==> config.mk <==
export PLATFORM = sky130hd
export DESIGN_NAME = div_unit
export DESIGN_NICKNAME = d
export VERILOG_FILES = /design/src/rtl/div_unit.sv
export SDC_FILE = /design/constraint.sdc
export NUM_CORES = 1
export LEC_CHECK = 0
export CORE_ASPECT_RATIO = 0.8
export CORE_MARGIN = 4
export CORE_UTILIZATION = 50
export DETAILED_ROUTE_END_ITERATION = 12
export PLACE_DENSITY = 0.7
export SLEW_MARGIN = 20
export SYNTH_ARGS = -nofsm -noshare
export SYNTH_HDL_FRONTEND = slang
export SYNTH_SLANG_ARGS = --single-unit
==> constraint.sdc <==
create_clock -name clk -period 5.5 [get_ports clk]
set_input_delay 1.1 -clock clk [delete_from_list [all_inputs] [get_ports clk]]
set_output_delay 1.1 -clock clk [all_outputs]
set_load 0.03 [all_outputs]
### Placement by cell class, run 1

Drawn at 1.5 px/micron.
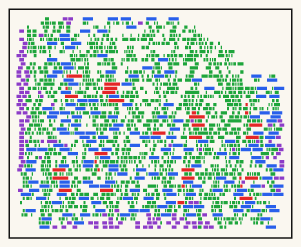
legend:
  other buffers and delay cells:
    colour: purple
    cells: 123
    share_of_their_area: 8.4%
  all other logic:
    colour: green
    cells: 1421
    share_of_their_area: 63%
  clock drivers and dummy loads:
    colour: red
    cells: 32
    share_of_their_area: 4.3%
  flops:
    colour: blue
    cells: 174
    share_of_their_area: 25%
Core Footprint: 25300 sq um
Rows: 52

### Routed clock nets over the placement, run 1

Drawn at 2 px/micron.
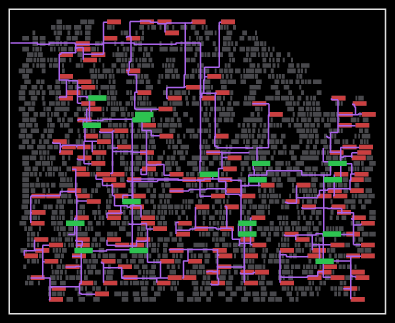
legend:
  flip-flops:
    colour: red
    count: 174
  cells driving clock nets:
    colour: green
    count: 17
  clock wires:
    colour: purple
    length: 2390 microns
flops lie: all over the die
worst clock skew: 0.0151 ns
power drawn by the clock network: 1300 uW
share of total power in the clock network: 28.5%
Skew-Pair Late Insertion Delay: 0.44 ns

### Port wiring, run 1

Drawn at 2 px/micron.
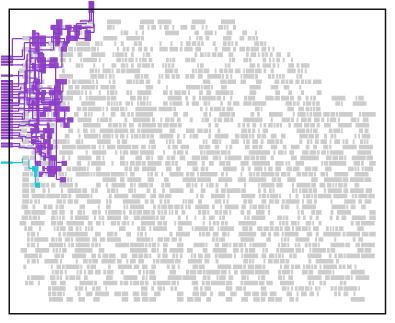
legend:
  operand_b:
    colour: purple
    bits: 32
    direction: input
    end_cells: 81
    buffers: 32
    wire: 1440 microns
  op_divu:
    colour: cyan
    bits: 1
    direction: input
    end_cells: 3
    buffers: 1
    wire: 24.2 microns
count of pins on the block boundary: 105
IO buf count: 104

==> reports/writeup.txt, run 1 <==
For this block, the initial DRC count from the detailed router was 1552. All stages included, the depth of the critical timing path comes to 21. Non-clock inverters in the final layout number 57.

The chip occupies 28400 sq um. The run gives 8.43% for the area share of xor/xnor cells in the synthesized design. Ranking logic cells in the layout by count gives the top entries 240 x sky130_fd_sc_hd__nor2_1, 174 x sky130_fd_sc_hd__dfxtp_1, 154 x sky130_fd_sc_hd__a21oi_1. The tools report the register-to-register setup slack as 0.36 ns. Routed wire length per instance: 21.2 microns. Counting the fill cells in the layout gives 2404. The flow reports power dissipated in sequential cells as 1430 uW. The run gives 3 for the number of buffer and inverter stages on the critical path.

The layout report gives the multi-input gate share of total cell area as 59.5%. Registers are responsible for 31.2% of the overall power. With the count of warnings emitted by yosys at 0, the number of cells on the worst reg-to-reg path is 21. Summed over all layers, the global routing overflow is 0. The number of buffers other than clock buffers in the final layout was 123. In the finished design the tool counted flip-flops and latches totalling 174. Yosys mapped the design onto 91 distinct sky130hd cell types.

The most frequently used library cell after synthesis is sky130_fd_sc_hd__nor2_1. The run gives 1830 uW for the switching power of the nets. After layout, the clock buffer instance count stands at 21. The run gives 2074 as the number of cells in the finished layout apart from fillers. The fraction of area in registers works out to 23.9%. The power report lists the combinational group at 1840 uW. Multiplexer cells account for 2.39% of the synthesized area.

The tools report the cell resize tally after clock tree synthesis as 0. The final critical-path required period is 5.14 ns, and the power density of the placed cells is 314 nW/um^2. The run gives 0 for the number of antenna violations at the first check in global routing. Setup slack closes at 0.362 ns.

At the end of the flow, the number of nets in the layout was 1848. The share of Yosys cell area claimed by the top area cell type works out to 27.1%. The combinational family with the most area after synthesis was AND-OR/OR-AND gates.

Sequential elements use 27.1% of the synthesized area. The layout-stage area growth over the synthesis result was 13.4%. In this run the most used layer during global routing was met2.

The first TritonRoute pass finished after 8 iterations. The worst slew margin relative to its limit was 27.0%. The final hold violation count recorded for this run is 0. The period utilization is 93.4%. The cell kind with the greatest summed area was combinational gates. Buffer cell driving the clock tree root: sky130_fd_sc_hd__clkbuf_16. The transition time recorded at the tightest slew-check pin is 1.09 ns. Checking hold timing, the worst path is listed with class reg2reg. The run gives 4.21% for the clock-cell share of area. The largest area contributor in the synthesized netlist is sky130_fd_sc_hd__dfxtp_1.

Of the cells placed in the final design, the portion with a size suffix greater than 1 is 5.54%. After clock tree synthesis, the setup repair step added 0 buffers. The run finished with clean final reports. The detailed router reports a met3 wire length of 4390 microns. Looking at the VDD voltage map, the peak drop is 0.000271 V. The global placer's final weighted congestion was 0.986; the arrival time at the worst endpoint was 5.46 ns. Among cell families on the critical path, the largest total delay comes from AND-OR/OR-AND gates. The logs give 12000 for the number of global-route vias before repair and 12900 sq um for the netlist area before placement. The run gives 151 microns for the floorplan die height. The number of instances in the synthesized netlist is 1714, and the met1 layer wirelength in the final routing is 20100 microns.
### The clock network, run 1

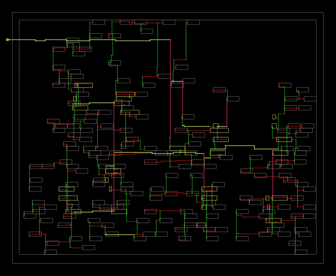

==> run 2: changes to the inputs <==
- CAP_MARGIN: not set -> 40
- CELL_PAD_IN_SITES_DETAIL_PLACEMENT: not set -> 0
- CELL_PAD_IN_SITES_GLOBAL_PLACEMENT: not set -> 2
- CORE_UTILIZATION: 50 -> 35
- PLACE_DENSITY: 0.7 -> not set
- PLACE_DENSITY_LB_ADDON: not set -> 0.1
### The clock network, run 2

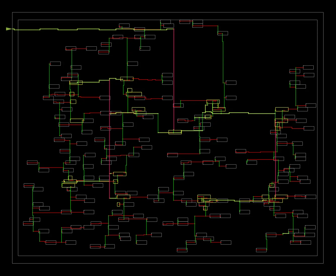
CTS sink count: 174
registers: 174
clk_buf instances: 18
Num CTS Buffers: 17
power drawn by the clock network: 1270 uW

==> run 2 against run 1 <==
  * Synthesized cell count unchanged
  * Core utilization down 16 points
  * Count of clock-buffer cells in the layout down 3
  * Die size up 41%
  * Final cell count up 8.1%
  * Sequential share of layout area down 0.52 points
  * Largest cell class unchanged
==> reports/writeup.txt, run 2 <==
The flow ran to the end, and the final reports show no timing, DRC or antenna violations. With the I/O pin count at 105 (unchanged), the largest clock skew in the final design is 0.0156 ns (+0.000482 ns). The largest area contributor in the synthesized netlist is sky130_fd_sc_hd__dfxtp_1.

The run gives 1714 (unchanged) as the number of instances in the synthesized netlist. The cell family contributing the most delay on the critical path is AND-OR/OR-AND gates. The sequential share of the synthesized area was 27.1% (unchanged). The arrival time at the worst endpoint was 5.31 ns (-0.15 ns). The fraction of layout cells with a size suffix above 1 works out to 6.41% (+0.87 points).

The number of global-route vias before repair is 12100 (+0.23%). The startpoint type of the worst setup path is a flop. Average footprint of a synthesized cell: 7.51 sq um. The number of core rows was 62 (+19%); the area share of xor/xnor cells in the synthesized design was 8.43% (unchanged). The combinational family with the most area after synthesis is AND-OR/OR-AND gates. According to the hold report, the worst path is of the reg2reg type. Share of Yosys cell area claimed by the top area cell type: 27.1% (unchanged). With the floorplan die height at 179 microns (+18%), the final cell utilization of the core is 41.4%. Total global routing overflow: 0 (unchanged). With the number of iterations in the first detailed-routing pass at 6 (-2), the largest buffer count on any clock path is 2.

Endpoints with negative setup slack in the final report add up to 0. The quantity of I/O buffers inserted on ports was 104 (unchanged). In the layout the commonest cells are 240 x sky130_fd_sc_hd__nor2_1, 174 x sky130_fd_sc_hd__dfxtp_1, 154 x sky130_fd_sc_hd__a21oi_1.

The total die size came out at 39900 sq um (+41%). The largest voltage drop on the vdd net was 0.000197 V (-27%). The slew at the pin closest to its max-slew limit was 0.818 ns (-0.273 ns); the number of remaining DRC errors was 0. The register-to-register setup slack is 0.53 ns (+0.17 ns), and the core region area is 36100 sq um (+43%). The clock latency on the worst-skew pair was 0.46 ns (+0.02 ns). The cell resize tally after clock tree synthesis is 0 (unchanged), and the number of cells on the worst reg-to-reg path is 21 (unchanged). For the least setup slack across all paths after layout, the log shows 0.530 ns (+0.168 ns).

Most utilized layer in the global route result: met1. The total number of multi-input combinational cells is 1364, and the number of buffers other than clock buffers in the final layout is 136 (+11%). The count of pins over their slew limit came out at 0.

The count of distinct cell types in the synthesized netlist is 91 (unchanged), and the worst slew margin relative to its limit is 44.7% (+18 points). The top cell type by instance count after synthesis was sky130_fd_sc_hd__nor2_1. The tools report the power in sequential cells as 1430 uW (about the same). The period utilization was 90.4% (-3.1 points); the clock-cell share of area was 3.92% (-0.29 points).

The total of hold buffers inserted after clock tree synthesis is 0, and the post-layout net count is 1861 (+0.70%). Per the run summary, max-cap violations total 0. The cell total in the yosys stat output was 1714; the fraction of registers with async set or reset after synthesis was 0%. Routing resource usage on met3 recorded by global route was 4.55%. The run gives 0 (unchanged) as the number of antenna violations at the first check in global routing. The commonest cells after synthesis are 241 x sky130_fd_sc_hd__nor2_1, 174 x sky130_fd_sc_hd__dfxtp_1, 155 x sky130_fd_sc_hd__a21oi_1. Compared with the post-synthesis result, the final layout area differs by 16.0%. Per the CTS log, the root buffer master is sky130_fd_sc_hd__clkbuf_16. The run gives 0.614 ns as the worst slack at placement.

For the switching power of the nets, the log shows 1960 uW (+6.9%). The final critical-path required period is 4.97 ns (-0.168 ns), and the switching power share of the total is 42.6%. The number of buffer and inverter stages on the critical path came out at 3 (unchanged). Non-clock buffering overhead in the final layout: 9.01%. The post-CTS setup buffer count is 0 (unchanged). Power comes to 4600 uW.

The netlist area before placement is 12900 sq um (unchanged), and the power drawn by the combinational cells is 1900 uW (+3%). The run gives 0.926 (-6.2%) as the global placer's final weighted congestion. The achievable clock frequency was 201 MHz.

In the synthesis report, Yosys lists the chip area as 12900 sq um. The critical path is of the reg2reg type. The post-DP HPWL is 38700 microns, and the relative contribution of the clock network to total power is 27.5% (-1.0 points). Required time at the endpoint of the critical path: 5.84 ns. Looking at the area split, the leading class of cells is combinational gates. The tools report the worst hold slack after final layout as 0.439 ns. The number of signal-net inverters in the final layout was 57 (unchanged). The number of failing hold endpoints at the final stage is 0 (unchanged), and the multi-input gate share of total cell area is 58.3% (-1.3 points).

The first global-routing pass estimated 77000 microns of wire. The sequential share of power came out at 31.1% (about the same). The power density of the placed cells is 308 nW/um^2 (-1.8%), and the total number of vias is 13200. Internal power comes to 2640 uW.

Yosys mapped a number of flops with a built-in enable equal to 0. Synthesized-area fraction occupied by adder cells: 3.95%. The routed wire length per instance was 22.5 microns (+6.1%). With the proportion of synthesized area in mux cells at 2.39% (unchanged), the net count of the mapped netlist is 1825.

The number of cells in the finished layout apart from fillers was 2243 (+8.1%). With the met1 layer wirelength in the final routing at 25900 microns (+29%), the number of DRC markers after the initial detailed-route iteration is 1186 (-24%). The run gives 3798 (+58%) for the number of filler cells placed in the layout. The run gives 2210 as the placed cell count.

The number of cells on the critical path is 21 (unchanged), and the met3 wirelength from detailed routing is 3190 microns (-27%). The total area of multi-input combinational cells was 8690 sq um; the number of antenna diodes was 0. The fraction of area in registers is 23.3% (-0.52 points). The count of warnings emitted by yosys came out at 0 (unchanged).
### Port wiring, run 2

Drawn at 2 px/micron.
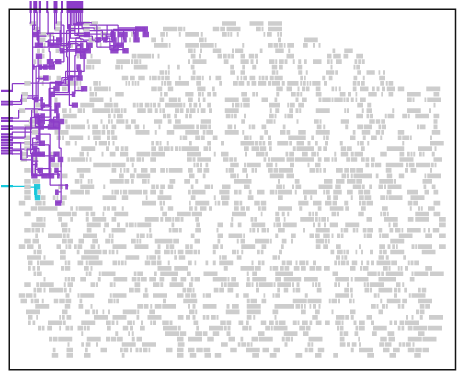
legend:
  op_divu:
    colour: cyan
    bits: 1
    direction: input
    end_cells: 3
    buffers: 1
    wire: 14.7 microns
  operand_b:
    colour: purple
    bits: 32
    direction: input
    end_cells: 81
    buffers: 32
    wire: 1620 microns

Power figures rest on the tool's default switching activity, not on a simulated workload.
